Fig. 1: run 1, clock wiring as the flow saved it
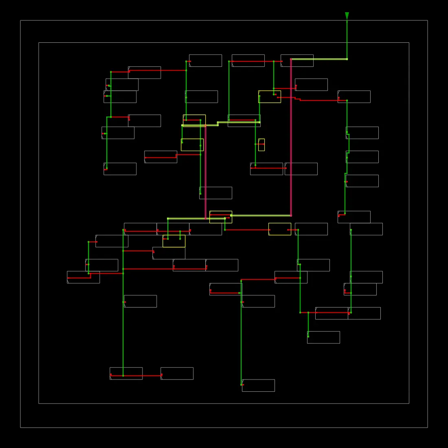
Fig. 2: run 1, layout detail
Region (26, 26) to (66, 66) um. Cells in grey, sequential cells in the stronger grey; small squares are vias.
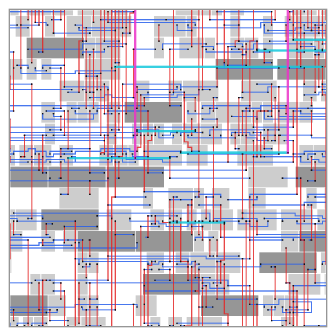
Fig. 3: run 1, routed metal per tile
Scale bar: 20 um. The die is cut into 18 by 18 equal tiles; white is low, dark blue is high, scaled to the fullest tile. Values are wire area over tile area, all layers added.
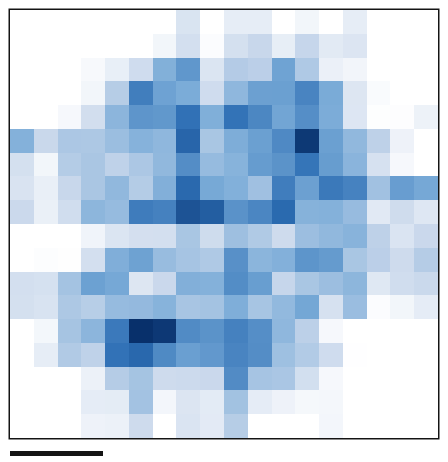
File: src/rtl/vga_fb_rect_writer.sv
// Rectangle drawing engine: walks a clipped rectangle in raster order and writes frame buffer port A.
// Optional INVERT read-modify-write path enabled by defining FB_DRAW_INVERT_EN.
module vga_fb_rect_writer #(
  parameter int unsigned H_PIXELS = 160,
  parameter int unsigned V_PIXELS = 120,
  parameter int unsigned X_W      = 8,
  parameter int unsigned Y_W      = 7,
  parameter int unsigned ADDR_W   = 15
) (
  input  logic              CLK,
  input  logic              RESET,
  input  logic              CMD_VALID,
  output logic              CMD_READY,
  input  logic              CMD_OP,
  input  logic              CMD_COLOUR,
  input  logic [X_W-1:0]    CMD_X0,
  input  logic [X_W-1:0]    CMD_X1,
  input  logic [Y_W-1:0]    CMD_Y0,
  input  logic [Y_W-1:0]    CMD_Y1,
  output logic [ADDR_W-1:0] FB_ADDR,
  output logic              FB_DATA,
  output logic              FB_WE,
  input  logic              FB_DATA_OUT,
  output logic              BUSY,
  output logic              DONE
);

  localparam logic [X_W-1:0] X_LAST = X_W'(H_PIXELS - 1);
  localparam logic [Y_W-1:0] Y_LAST = Y_W'(V_PIXELS - 1);

  typedef enum logic [2:0] {
    S_IDLE,
    S_FILL,
    S_RD,
    S_WR,
    S_DONE
  } state_e;

  state_e         state_q, state_d;
  logic [X_W-1:0] x_q, x_d;
  logic [Y_W-1:0] y_q, y_d;
  logic [X_W-1:0] x0_q, x0_d;
  logic [X_W-1:0] x1_q, x1_d;
  logic [Y_W-1:0] y1_q, y1_d;
  logic           data_q, data_d;
  logic           we_q, we_d;
  logic           done_q, done_d;
  logic           busy_q, busy_d;
  logic           ready_q, ready_d;

  logic [X_W-1:0] x1_clip;
  logic [Y_W-1:0] y1_clip;
  logic           cmd_empty;
  logic           cmd_invert;
  logic           last_px;
  logic [X_W-1:0] x_adv;
  logic [Y_W-1:0] y_adv;

  // Clip the incoming command and decide whether it touches any pixel
  always_comb begin
    x1_clip   = (CMD_X1 > X_LAST) ? X_LAST : CMD_X1;
    y1_clip   = (CMD_Y1 > Y_LAST) ? Y_LAST : CMD_Y1;
    cmd_empty = (CMD_X0 > X_LAST) || (CMD_Y0 > Y_LAST) ||
                (CMD_X0 > x1_clip) || (CMD_Y0 > y1_clip);
  end

`ifdef FB_DRAW_INVERT_EN
  assign cmd_invert = CMD_OP;
  // Read data only arrives during WR, so the inverted value bypasses the data register
  assign FB_DATA    = (state_q == S_WR) ? ~FB_DATA_OUT : data_q;
`else
  logic unused_inv_inputs;
  assign unused_inv_inputs = CMD_OP ^ FB_DATA_OUT;
  assign cmd_invert        = 1'b0;
  assign FB_DATA           = data_q;
`endif

  // Raster step: x wraps to the left edge at the right edge, then y advances
  always_comb begin
    last_px = (x_q == x1_q) && (y_q == y1_q);
    x_adv   = (x_q == x1_q) ? x0_q : x_q + X_W'(1);
    y_adv   = (x_q == x1_q) ? y_q + Y_W'(1) : y_q;
  end

  always_comb begin
    state_d = state_q;
    x_d     = x_q;
    y_d     = y_q;
    x0_d    = x0_q;
    x1_d    = x1_q;
    y1_d    = y1_q;
    data_d  = data_q;
    we_d    = 1'b0;
    done_d  = 1'b0;
    busy_d  = busy_q;
    ready_d = 1'b0;

    case (state_q)
      S_IDLE: begin
        ready_d = 1'b1;
        busy_d  = 1'b0;
        if (CMD_VALID && ready_q) begin
          ready_d = 1'b0;
          x0_d    = CMD_X0;
          x1_d    = x1_clip;
          y1_d    = y1_clip;
          if (cmd_empty) begin
            state_d = S_DONE;
            done_d  = 1'b1;
          end else begin
            x_d    = CMD_X0;
            y_d    = CMD_Y0;
            busy_d = 1'b1;
            if (cmd_invert) begin
              state_d = S_RD;
            end else begin
              state_d = S_FILL;
              we_d    = 1'b1;
              data_d  = CMD_COLOUR;
            end
          end
        end
      end
      S_FILL: begin
        if (last_px) begin
          state_d = S_DONE;
          done_d  = 1'b1;
          busy_d  = 1'b0;
        end else begin
          x_d  = x_adv;
          y_d  = y_adv;
          we_d = 1'b1;
        end
      end
`ifdef FB_DRAW_INVERT_EN
      S_RD: begin
        state_d = S_WR;
        we_d    = 1'b1;
      end
      S_WR: begin
        if (last_px) begin
          state_d = S_DONE;
          done_d  = 1'b1;
          busy_d  = 1'b0;
        end else begin
          state_d = S_RD;
          x_d     = x_adv;
          y_d     = y_adv;
        end
      end
`endif
      S_DONE: begin
        state_d = S_IDLE;
        ready_d = 1'b1;
        busy_d  = 1'b0;
      end
      default: begin
        state_d = S_IDLE;
        ready_d = 1'b1;
        busy_d  = 1'b0;
      end
    endcase
  end

  always_ff @(posedge CLK) begin
    if (RESET) begin
      state_q <= S_IDLE;
      x_q     <= '0;
      y_q     <= '0;
      x0_q    <= '0;
      x1_q    <= '0;
      y1_q    <= '0;
      data_q  <= 1'b0;
      we_q    <= 1'b0;
      done_q  <= 1'b0;
      busy_q  <= 1'b0;
      ready_q <= 1'b1;
    end else begin
      state_q <= state_d;
      x_q     <= x_d;
      y_q     <= y_d;
      x0_q    <= x0_d;
      x1_q    <= x1_d;
      y1_q    <= y1_d;
      data_q  <= data_d;
      we_q    <= we_d;
      done_q  <= done_d;
      busy_q  <= busy_d;
      ready_q <= ready_d;
    end
  end

  assign FB_ADDR   = {y_q, x_q};
  assign FB_WE     = we_q;
  assign DONE      = done_q;
  assign BUSY      = busy_q;
  assign CMD_READY = ready_q;

endmodule

File: config.mk
export PLATFORM = sky130hd
export DESIGN_NAME = vga_fb_rect_writer
export DESIGN_NICKNAME = d
export VERILOG_FILES = /design/src/rtl/vga_fb_rect_writer.sv
export SDC_FILE = /design/constraint.sdc
export NUM_CORES = 1
export LEC_CHECK = 0
export ABC_AREA = 1
export CAP_MARGIN = 40
export CORE_MARGIN = 4
export CORE_UTILIZATION = 38
export DETAILED_ROUTE_END_ITERATION = 12
export PLACE_DENSITY = 0.63
export SETUP_SLACK_MARGIN = 0.15
export SYNTH_ARGS = -nofsm -noshare
export SYNTH_HDL_FRONTEND = slang
export SYNTH_SLANG_ARGS = --single-unit
export TNS_END_PERCENT = 10
File: constraint.sdc
create_clock -name CLK -period 3.3 [get_ports CLK]
set_input_delay 0.825 -clock CLK [delete_from_list [all_inputs] [get_ports CLK]]
set_output_delay 0.825 -clock CLK [all_outputs]
set_load 0.05 [all_outputs]
==> results.md, run 1 <==
| Result | This run | Unit |
|---|---|---|
| Net count after synthesis | 445 | - |
| Ports placed on the boundary | 56 | - |
| Reg-to-reg critical path startpoint | x_q[0] | - |
| Yosys Instances | 392 | - |
| Critical path buffers and inverters | 4 | - |
| Longest individual stage delay on the worst path | 0.53 | ns |
| Diodes inserted | 0 | - |
| Flops & latches, synth | 45 | - |
| Minimum hold slack | 0.446 | ns |
| Worst relative slew slack | 0.621 | - |
| Buffer type at the clock tree root | clkbuf_8 | - |
| Y dimension of the die | 92.1 | um |
| Cell Chain, Critical Path | clkdlybuf4s50_1 > o21ai_1 > buf_4 > inv_1 > nor2_2 > ha_1 > nand2_1 > nor2_2 > nand4_1 > nand2_1 > nand3_2 > nand2_4 > buf_4 > o21ai_0 > nor2_1 | - |
| Unique cell types | 33 | - |
| Post-layout minimum cycle time | 2.97 | ns |
| Placed wire-length estimate after detailed placement | 5170 | um |
| Critical path fanouts, max | 7 | - |
| Static Leakage | 0.00157 | uW |
| Final worst path period share | 0.899 | - |
| Cell taking the most area after synthesis | dfxtp_1 | - |
| Die x size | 92.1 | um |
| Fraction of the core area occupied by cells at floorplan | 0.393 | - |
| Overall chip area | 8480 | um2 |
| Total of warnings raised by yosys | 0 | - |
| Clock slew at reported path FFs | 0.08 | ns |
| Global routing usage on met2 | 0.245 | - |
| Total number of cells along the worst setup path | 15 | - |
| Setup crit start kind | primary input | - |
| Largest net degree at the start of global routing | 23 | - |
| Maximum count of clock buffers along a single path | 2 | - |
| Count of flip-flops with a built-in enable after synthesis | 0 | - |
| Capturing instance or port of the critical path | x_q[2] | - |
| Status | finished clean | - |
| DRC | 0 | - |
| Met3 GRT Util | 0.0328 | - |
| Placer's final routability congestion estimate | 0.805 | - |
| Final count of pins violating max slew | 0 | - |
| Post-layout net count | 503 | - |
| WL per Instance | 12.5 | um |
Notes on Fig. 1 above:
clk latency late pin: 0.29 ns
final clock skew: 0.00529 ns
clock network power: 346 uW

Notes on Fig. 2 above:
- cyan: M3
- magenta: M4
- red: M2
- blue: M1
- cells with their middle in the window: 124
- most frequent: nand2_1 (24), o21ai_0 (15), dfxtp_1 (15)
- netlist names of flops here include: `x0_q` (4), `y1_q` (4), `x1_q` (3)
- sequential cells in the window: 15

Notes on Fig. 3 above:
- tiles over half the peak: 19%
- densest ninth of the die: centre
- nearly empty tiles: 25%
- fullest tile: 0.47
- mean over tiles: 0.13
- emptiest ninth of the die: lower right
global-route usage over all layers: 0.159
final wirelength: 6830 um
via count: 2581

[run 1: registers in the layout, summed over array words and instances (netlist names), 2 cells and up]
signal,flops
x_q,8
y_q,7
x1_q,8
state_q,2
y1_q,7
x0_q,8
[run 1: final cells by class]
cell class / count / area, um2 / share of cell area
sequential: 45 / 901 / 0.261
inverter: 40 / 150 / 0.0435
clock buffer: 7 / 86.3 / 0.0250
timing repair buffer: 64 / 613 / 0.178
multi-input combinational: 294 / 1580 / 0.458
tap: 96 / 120 / 0.0348
[run 1: worst min-delay path, delay by kind of cell, from the launching register on]
kind	cells	cell delay (ns)
compound gates	1	0.05
buf+inv	1	0.05
flops	1	0.31
[run 1: how the worst min path moves through the flow]
stage,startpoint,endpoint,slack (ns),depth (start not counted)
4_1_cts,x0_q[1],x0_q[1],0.45,2
2_1_floorplan,x0_q[1],x0_q[1],0.42,2
3_5_place_dp,x0_q[1],x0_q[1],0.44,2
6_report,FB_DATA,FB_DATA,0.45,2
3_3_place_gp,FB_DATA,FB_DATA,0.43,2
5_1_grt,x0_q[6],x0_q[6],0.48,2
[run 1: through the flow]
step | utilization | std cells | setup slack [ns]
after global placement | 0.488 | 537 | 0.0667
final | 0.505 | 546 | 0.332
after detailed placement | 0.488 | 537 | 0.00665
after global routing | 0.505 | 546 | 0.132
after floorplan | - | 392 | 0.710
after CTS | 0.501 | 544 | 0.289
[run 1: repair_timing]
action | in CTS | in global routing
setup endpoints to repair | 0 | 16
setup buffers | 0 | 2
resized | 0 | 7
[run 1: where the power goes]
group / internal (uW) / switching (uW) / leakage (uW)
registers: 621 / 71.2 / 0.000370
logic: 239 / 393 / 0.00115
clock network: 166 / 180 / 0.0000443
total: 1030 / 644 / 0.00157
[run 1: cell usage after synthesis, types with 3 or more instances]
| cell | instances |
|---|---|
| a21oi_1 | 27 |
| a31oi_1 | 3 |
| clkbuf_1 | 9 |
| dfxtp_1 | 45 |
| ha_1 | 17 |
| inv_1 | 36 |
| nand2_1 | 85 |
| nand2_2 | 3 |
| nand3_1 | 14 |
| nand4_1 | 4 |
| nor2_1 | 57 |
| nor3_1 | 3 |
| o21ai_0 | 44 |
| xnor2_1 | 4 |
| xor2_1 | 17 |
[run 1: per-layer routing]
layer	vias to the layer above	routed length, um
li1	1382	-
met4	0	56
met1	1137	3320
met5	-	0
met3	4	340
met2	58	3110
[run 1: cell families (layout without fill, tap and decap cells)]
group	Yosys count	after routing	synth area share
AND-OR/OR-AND	79	79	0.153
XOR/XNOR	21	21	0.0685
adder cells (fa/ha/maj)	17	17	0.0792
buffers and inverters	53	111	0.0815
flip-flops	45	45	0.336
AND/OR/NAND/NOR	177	177	0.282
[run 1: placed cells by master, fill, tap and decap left out, drive strengths merged, types with 2 or more instances in the layout]
cell / count
buf: 11
clkinv: 2
clkbuf: 7
a21oi: 27
a31oi: 3
nand2: 90
ha: 17
o21ai: 44
o21a: 2
clkdlybuf4s50: 53
xnor2: 4
inv: 38
nor2: 59
nand3: 15
nor3: 4
dfxtp: 45
xor2: 17
nor3b: 2
nand4: 4
Fig. 4: run 1, the metal 3 layer
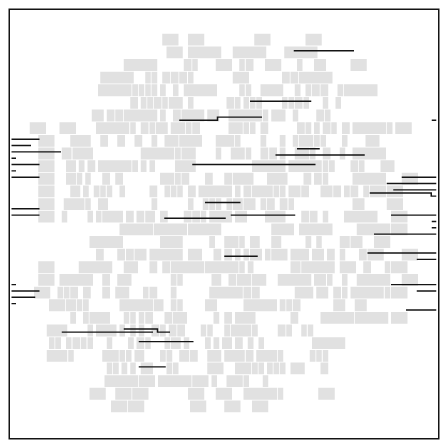

==> run 2, diff against run 1 <==
- CORE_MARGIN: 4 -> 2
- GPL_TIMING_DRIVEN: default -> 0
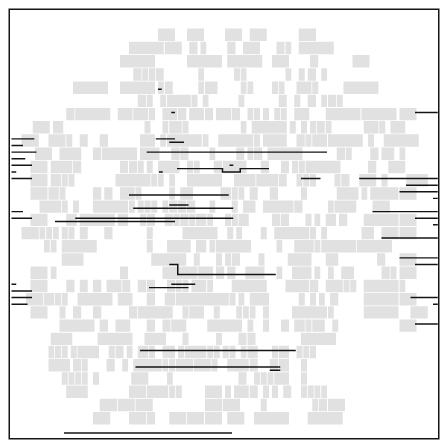
Fig. 5. The metal 3 layer (run 2).
- wire length on this layer: 428 um
- share of all routed wire: 5.8%
- main direction: horizontal
- nets with wire on the layer: 44
met3 GRT Util: 0.0405
final wirelength: 7440 um

==> run 2 against run 1 <==
Effect of this change:
- synthesized cell count unchanged
- first-iteration DRC count rose by 5.5%
- sequential share of layout area decreased by 0.37 points
- clock-buffer cell count unchanged
- sequential cell count did not move
- clock power increased by 27%
==> results.md, run 2 <==
| Result | This run | Unit | Delta |
|---|---|---|---|
| Sequential power share | 0.386 | - | was 0.414 |
| Diodes inserted | 0 | - | unchanged |
| Worst relative slew slack | 0.594 | - | was 0.621 |
| Flops & latches, synth | 45 | - | unchanged |
| Status | finished clean | - | unchanged |
| Sw power | 678 | uW | was 644 uW |
| Placer's final routability congestion estimate | 0.878 | - | was 0.805 |
| Number of placed instances, taps included | 541 | - | was 537 |
| WL per Instance | 13.5 | um | was 12.5 um |
| Critical path fanouts, max | 10 | - | was 7 |
| Largest net degree at the start of global routing | 14 | - | was 23 |
| Fraction of the core area occupied by cells at floorplan | 0.393 | - | unchanged |
| Overall chip area | 7750 | um2 | was 8480 um2 |
| Top cell excl fill/tap | nand2_1 | - | unchanged |
| Yosys Instances | 392 | - | unchanged |
| Design internal power | 1110 | uW | was 1030 uW |
| Die x size | 88.1 | um | was 92.1 um |
| Part of the power in combinational logic | 0.368 | - | was 0.379 |
| Clock slew at reported path FFs | 0.08 | ns | about the same |
| Post-layout minimum cycle time | 2.99 | ns | was 2.97 ns |
| Top cells by count | 85 x nand2_1, 57 x nor2_1, 45 x dfxtp_1, 44 x o21ai_0, 36 x inv_1 | - | unchanged |
| Final count of pins violating max slew | 0 | - | unchanged |
| Dominant logic cell types in the final layout | 85 x nand2_1, 53 x nor2_1, 52 x clkdlybuf4s50_1, 45 x dfxtp_1, 43 x o21ai_0 | - | was 85 x nand2_1, 53 x clkdlybuf4s50_1, 52 x nor2_1, 45 x dfxtp_1, 43 x o21ai_0 |
| Reg-to-reg critical path startpoint | CMD_READY | - | was x_q[0] |
| Number of cells traversed by the worst hold path | 2 | - | unchanged |
| Post-layout net count | 506 | - | was 503 |
| Most used standard cell by instance count after synthesis | nand2_1 | - | unchanged |
| Net count after synthesis | 445 | - | unchanged |
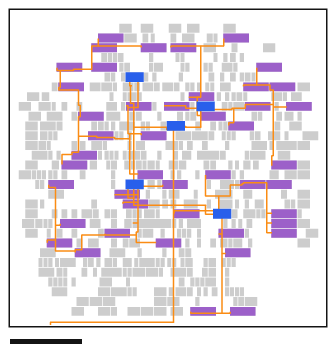
Fig. 6. Routed clock nets over the placement (run 2).
Scale bar: 20 um.
- purple: flip-flops (count 45)
- orange: clock wires (length 632 um)
- blue: clock-net drivers (count 5)
- routed clock nets: 6
final clock skew: 0.00876 ns
clk latency late pin: 0.31 ns
clock network power: 440 uW

==> run 2: metrics by stage <==
| step | hold slack [ns] | worst slack [ns] | utilization | instance area (um2) |
|---|---|---|---|---|
| 6_report | 0.446 | 0.307 | 0.513 | 3500 |
| 3_5_place_dp | 0.438 | -0.426 | 0.488 | 3340 |
| 3_3_place_gp | 0.431 | -0.436 | 0.488 | 3340 |
| 5_1_grt | 0.476 | 0.119 | 0.513 | 3500 |
| 4_1_cts | 0.451 | 0.238 | 0.506 | 3460 |
| 2_1_floorplan | 0.424 | 0.710 | - | 2690 |
==> run 2: area by class of cell <==
cell class / count / area, um2
Sequential cell: 45 / 901
Buffer: 13 / 68.8
Multi-Input combinational cell: 294 / 1610
Inverter: 40 / 150
Tap cell: 96 / 120
Timing Repair Buffer: 54 / 541
Clock buffer: 7 / 86.3
Clock inverter: 1 / 30.0
Fill cell: 729 / 3330
==> run 2: critical path, stage by stage <==
cell and delay [ns]:
clkdlybuf4s50_1 0.47, nand4_1 0.21, inv_1 0.13, nor2_1 0.07, ha_1 0.32, a21oi_1 0.16
nand2_1 0.07, nand2_1 0.06, nand2_1 0.08, a21oi_4 0.20, nand3_4 0.12, nand2_4 0.14
nand2_4 0.06, buf_6 0.14, nand2_1 0.05, nand2_1 0.04, nor2_1 0.09
==> run 2: worst paths after layout <==
check / to / slack [ns]
setup / recovery: y_q[5] / 0.31
hold / removal: FB_DATA / 0.45
setup reg to reg: x0_q[6] / 1.49
hold reg to reg: FB_DATA / 0.45
==> run 2: cells by family after synthesis <==
group,after synthesis,synth area share
and+or+nand+nor,177,0.282
AOI/OAI and AO/OA,79,0.153
buffers and inverters,53,0.0815
DFF,45,0.336
xor gates and xnor gates,21,0.0685
adders and majority gates,17,0.0792
==> run 2: metal layers <==
metal | track usage | vias up | share of wire
li1 | - | 1391 | -
met1 | 0.292 | 1246 | 0.48
met2 | 0.310 | 65 | 0.45
met3 | 0.0405 | 7 | 0.058
met4 | 0.0579 | 0 | 0.014
met5 | 0 | - | 0
==> run 2: repair_timing <==
action	4_1_cts	5_1_grt
gates resized	2	10
setup buffers	0	1
cloned	0	0
setup endpoints to repair	21	16
pin swaps	0	3
==> run 2: power by group through the flow <==
| stage | Combinational [uW] | Clock [uW] | Sequential, uW |
|---|---|---|---|
| 2_1_floorplan | 336 | 0 | 796 |
| 6_report | 659 | 440 | 691 |
| 3_5_place_dp | 645 | 0 | 704 |
| 5_1_grt | 730 | 467 | 701 |
| 3_3_place_gp | 638 | 0 | 702 |
| 4_1_cts | 649 | 451 | 691 |
==> run 3, diff against run 2 <==
- ABC_CLOCK_PERIOD_IN_PS: default -> 3300
==> run 3 against run 2 <==
Effect of this change:
- clock skew is the same
- cell count is the same
- maximum frequency is the same
- hold slack is the same
- routed wire length is the same
- critical path depth is the same
- synthesized area is the same
- synthesized cell count is the same
- largest cell class unchanged
- register-to-register slack is essentially flat
==> results.md, run 3 <==
| Result | This run | Unit | Delta |
|---|---|---|---|
| Buffer type at the clock tree root | clkbuf_8 | - | unchanged |
| Combinational gate area | 1610 | um2 | unchanged |
| Final worst path period share | 0.907 | - | unchanged |
| Setup crit start kind | primary input | - | unchanged |
| Clock network fraction of total power | 0.246 | - | about the same |
| Y dimension of the die | 88.1 | um | unchanged |
| Worst relative slew slack | 0.594 | - | unchanged |
| DRC | 0 | - | unchanged |
| Registers with the most flip-flops | x0_q x8, x1_q x8, x_q x8 | - | unchanged |
| Sequential power share | 0.386 | - | about the same |
| Yosys Instances | 392 | - | unchanged |
| Cell Chain, Critical Path | clkdlybuf4s50_1 > nand4_1 > inv_1 > nor2_1 > ha_1 > a21oi_1 > nand2_1 > nand2_1 > nand2_1 > a21oi_4 > nand3_4 > nand2_4 > nand2_4 > buf_6 > nand2_1 > nand2_1 > nor2_1 | - | unchanged |
| Switching power share of the total | 0.379 | - | unchanged |
| Part of the power in combinational logic | 0.368 | - | about the same |
| Design internal power | 1110 | uW | unchanged |
| Total of warnings raised by yosys | 0 | - | unchanged |
| Placer's final routability congestion estimate | 0.878 | - | unchanged |
| Wire length on met1 | 3570 | um | unchanged |
| Diodes inserted | 0 | - | unchanged |
| Fraction of synthesized area in multiplexers | 0 | - | unchanged |
| Area fraction in full adders, half adders and majority gates | 0.0792 | - | unchanged |
| Fraction of the mapped netlist area in compound gates | 0.153 | - | unchanged |
| Least setup slack across all paths after layout | 0.307 | ns | unchanged |
| Post-layout minimum cycle time | 2.99 | ns | unchanged |
| Filler cells | 729 | - | unchanged |
| Sw power | 678 | uW | unchanged |
| Cell taking the most area after synthesis | dfxtp_1 | - | unchanged |
| Overall chip area | 7750 | um2 | unchanged |
| Clk latency late pin | 0.31 | ns | about the same |
| Dpl ws | -0.426 | ns | unchanged |
| Post-layout net count | 506 | - | unchanged |
| Fraction of the core area occupied by cells at floorplan | 0.393 | - | unchanged |
| Final count of pins violating max slew | 0 | - | unchanged |
| Crit path top cell by count | nand2_1 | - | unchanged |
| Status | finished clean | - | unchanged |
| XOR/XNOR Area Share | 0.0685 | - | unchanged |
| Dominant logic cell types in the final layout | 85 x nand2_1, 53 x nor2_1, 52 x clkdlybuf4s50_1, 45 x dfxtp_1, 43 x o21ai_0 | - | unchanged |
| Biggest combinational cell group after synthesis | simple AND/OR/NAND/NOR gates | - | unchanged |
| Area of all sequential standard cells | 901 | um2 | unchanged |
| Unique cell types | 33 | - | unchanged |
| Largest net degree at the start of global routing | 14 | - | unchanged |
| Top cell excl fill/tap | nand2_1 | - | unchanged |
==> run 3: final timing paths <==
check	start	to	slack, ns	depth (start not counted)
worst max register to register	CMD_READY	x0_q[6]	1.49	6
worst max-delay path	CMD_Y1[6]	y_q[5]	0.31	17
worst min register to register	FB_DATA	FB_DATA	0.45	2
worst min-delay path	FB_DATA	FB_DATA	0.45	2
==> run 3: layout make-up <==
| class | count | share of cell area |
|---|---|---|
| inverters | 40 | 0.0429 |
| repair buffers | 54 | 0.154 |
| well taps | 96 | 0.0343 |
| multi-input cells | 294 | 0.458 |
| plain buffers | 13 | 0.0196 |
| clock buffers | 7 | 0.0247 |
| clock inverters | 1 | 0.00857 |
| flip-flops and latches | 45 | 0.257 |
==> run 3: layer usage <==
| layer | global-route usage | vias to the layer above |
|---|---|---|
| li1 | - | 1391 |
| met1 | 0.292 | 1246 |
| met2 | 0.310 | 65 |
| met3 | 0.0405 | 7 |
| met4 | 0.0579 | 0 |
| met5 | 0 | - |
==> run 3: through the flow <==
step | TNS (ns) | std cells | hold slack, ns | utilization | area, um2
after floorplan | 0 | 392 | 0.424 | - | 2690
after global placement | -7.70 | 541 | 0.431 | 0.488 | 3340
after detailed placement | -7.49 | 541 | 0.438 | 0.488 | 3340
after CTS | 0 | 549 | 0.451 | 0.506 | 3460
after global routing | 0 | 550 | 0.476 | 0.513 | 3500
final | 0 | 550 | 0.446 | 0.513 | 3500
==> run 3: what timing repair did <==
| item | 4_1_cts | 5_1_grt |
|---|---|---|
| gates cloned | 0 | 0 |
| setup buffers | 0 | 1 |
| pin swaps | 0 | 3 |
| endpoints found under the setup margin | 21 | 16 |
| resized | 2 | 10 |
==> run 3: critical path: cells and delay by family <==
| family | cells | cell delay [ns] |
|---|---|---|
| and+or+nand+nor | 11 | 0.99 |
| buffers and inverters | 3 | 0.74 |
| adders and majority gates | 1 | 0.32 |
| AOI/OAI and AO/OA | 2 | 0.36 |
==> run 3: kinds of logic (layout without fill, tap and decap cells) <==
family	Yosys count	after routing
AND/OR/NAND/NOR	177	177
AND-OR/OR-AND	79	79
buffers and inverters	53	115
flip-flops	45	45
XOR/XNOR	21	21
adder cells (fa/ha/maj)	17	17
==> run 3: power groups by stage <==
stage | Combinational (uW) | Clock, uW | Sequential (uW)
after global routing | 730 | 467 | 701
after global placement | 638 | 0 | 702
after floorplan | 336 | 0 | 796
after detailed placement | 645 | 0 | 704
after CTS | 649 | 451 | 691
final | 659 | 440 | 691
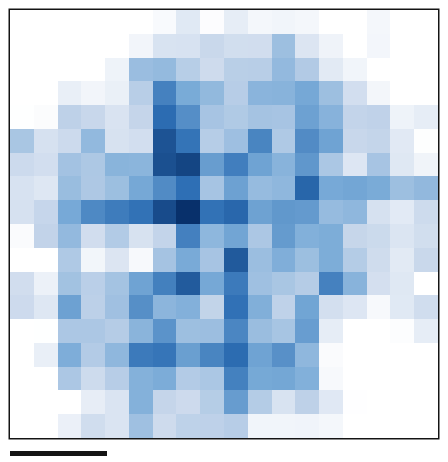
Fig. 7. Routed metal per tile (run 3).
Scale bar: 20 um. The die is cut into 18 by 18 equal tiles; white is low, dark blue is high, scaled to the fullest tile. Values are wire area over tile area, all layers added.
- nearly empty tiles: 20%
- mean over tiles: 0.15
- tiles over half the peak: 19%
- fullest tile: 0.53
- densest ninth of the die: centre
WL per Instance: 13.5 um
via count: 2709
global-route usage over all layers: 0.203

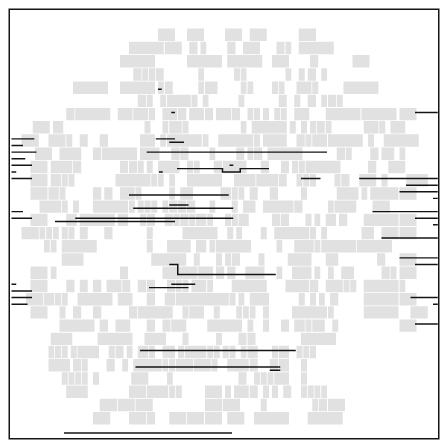
Fig. 8. The metal 3 layer (run 3).
- nets with wire on the layer: 44
- longest straight run: 36.8 um

Power is estimated from default activity; no workload was simulated.
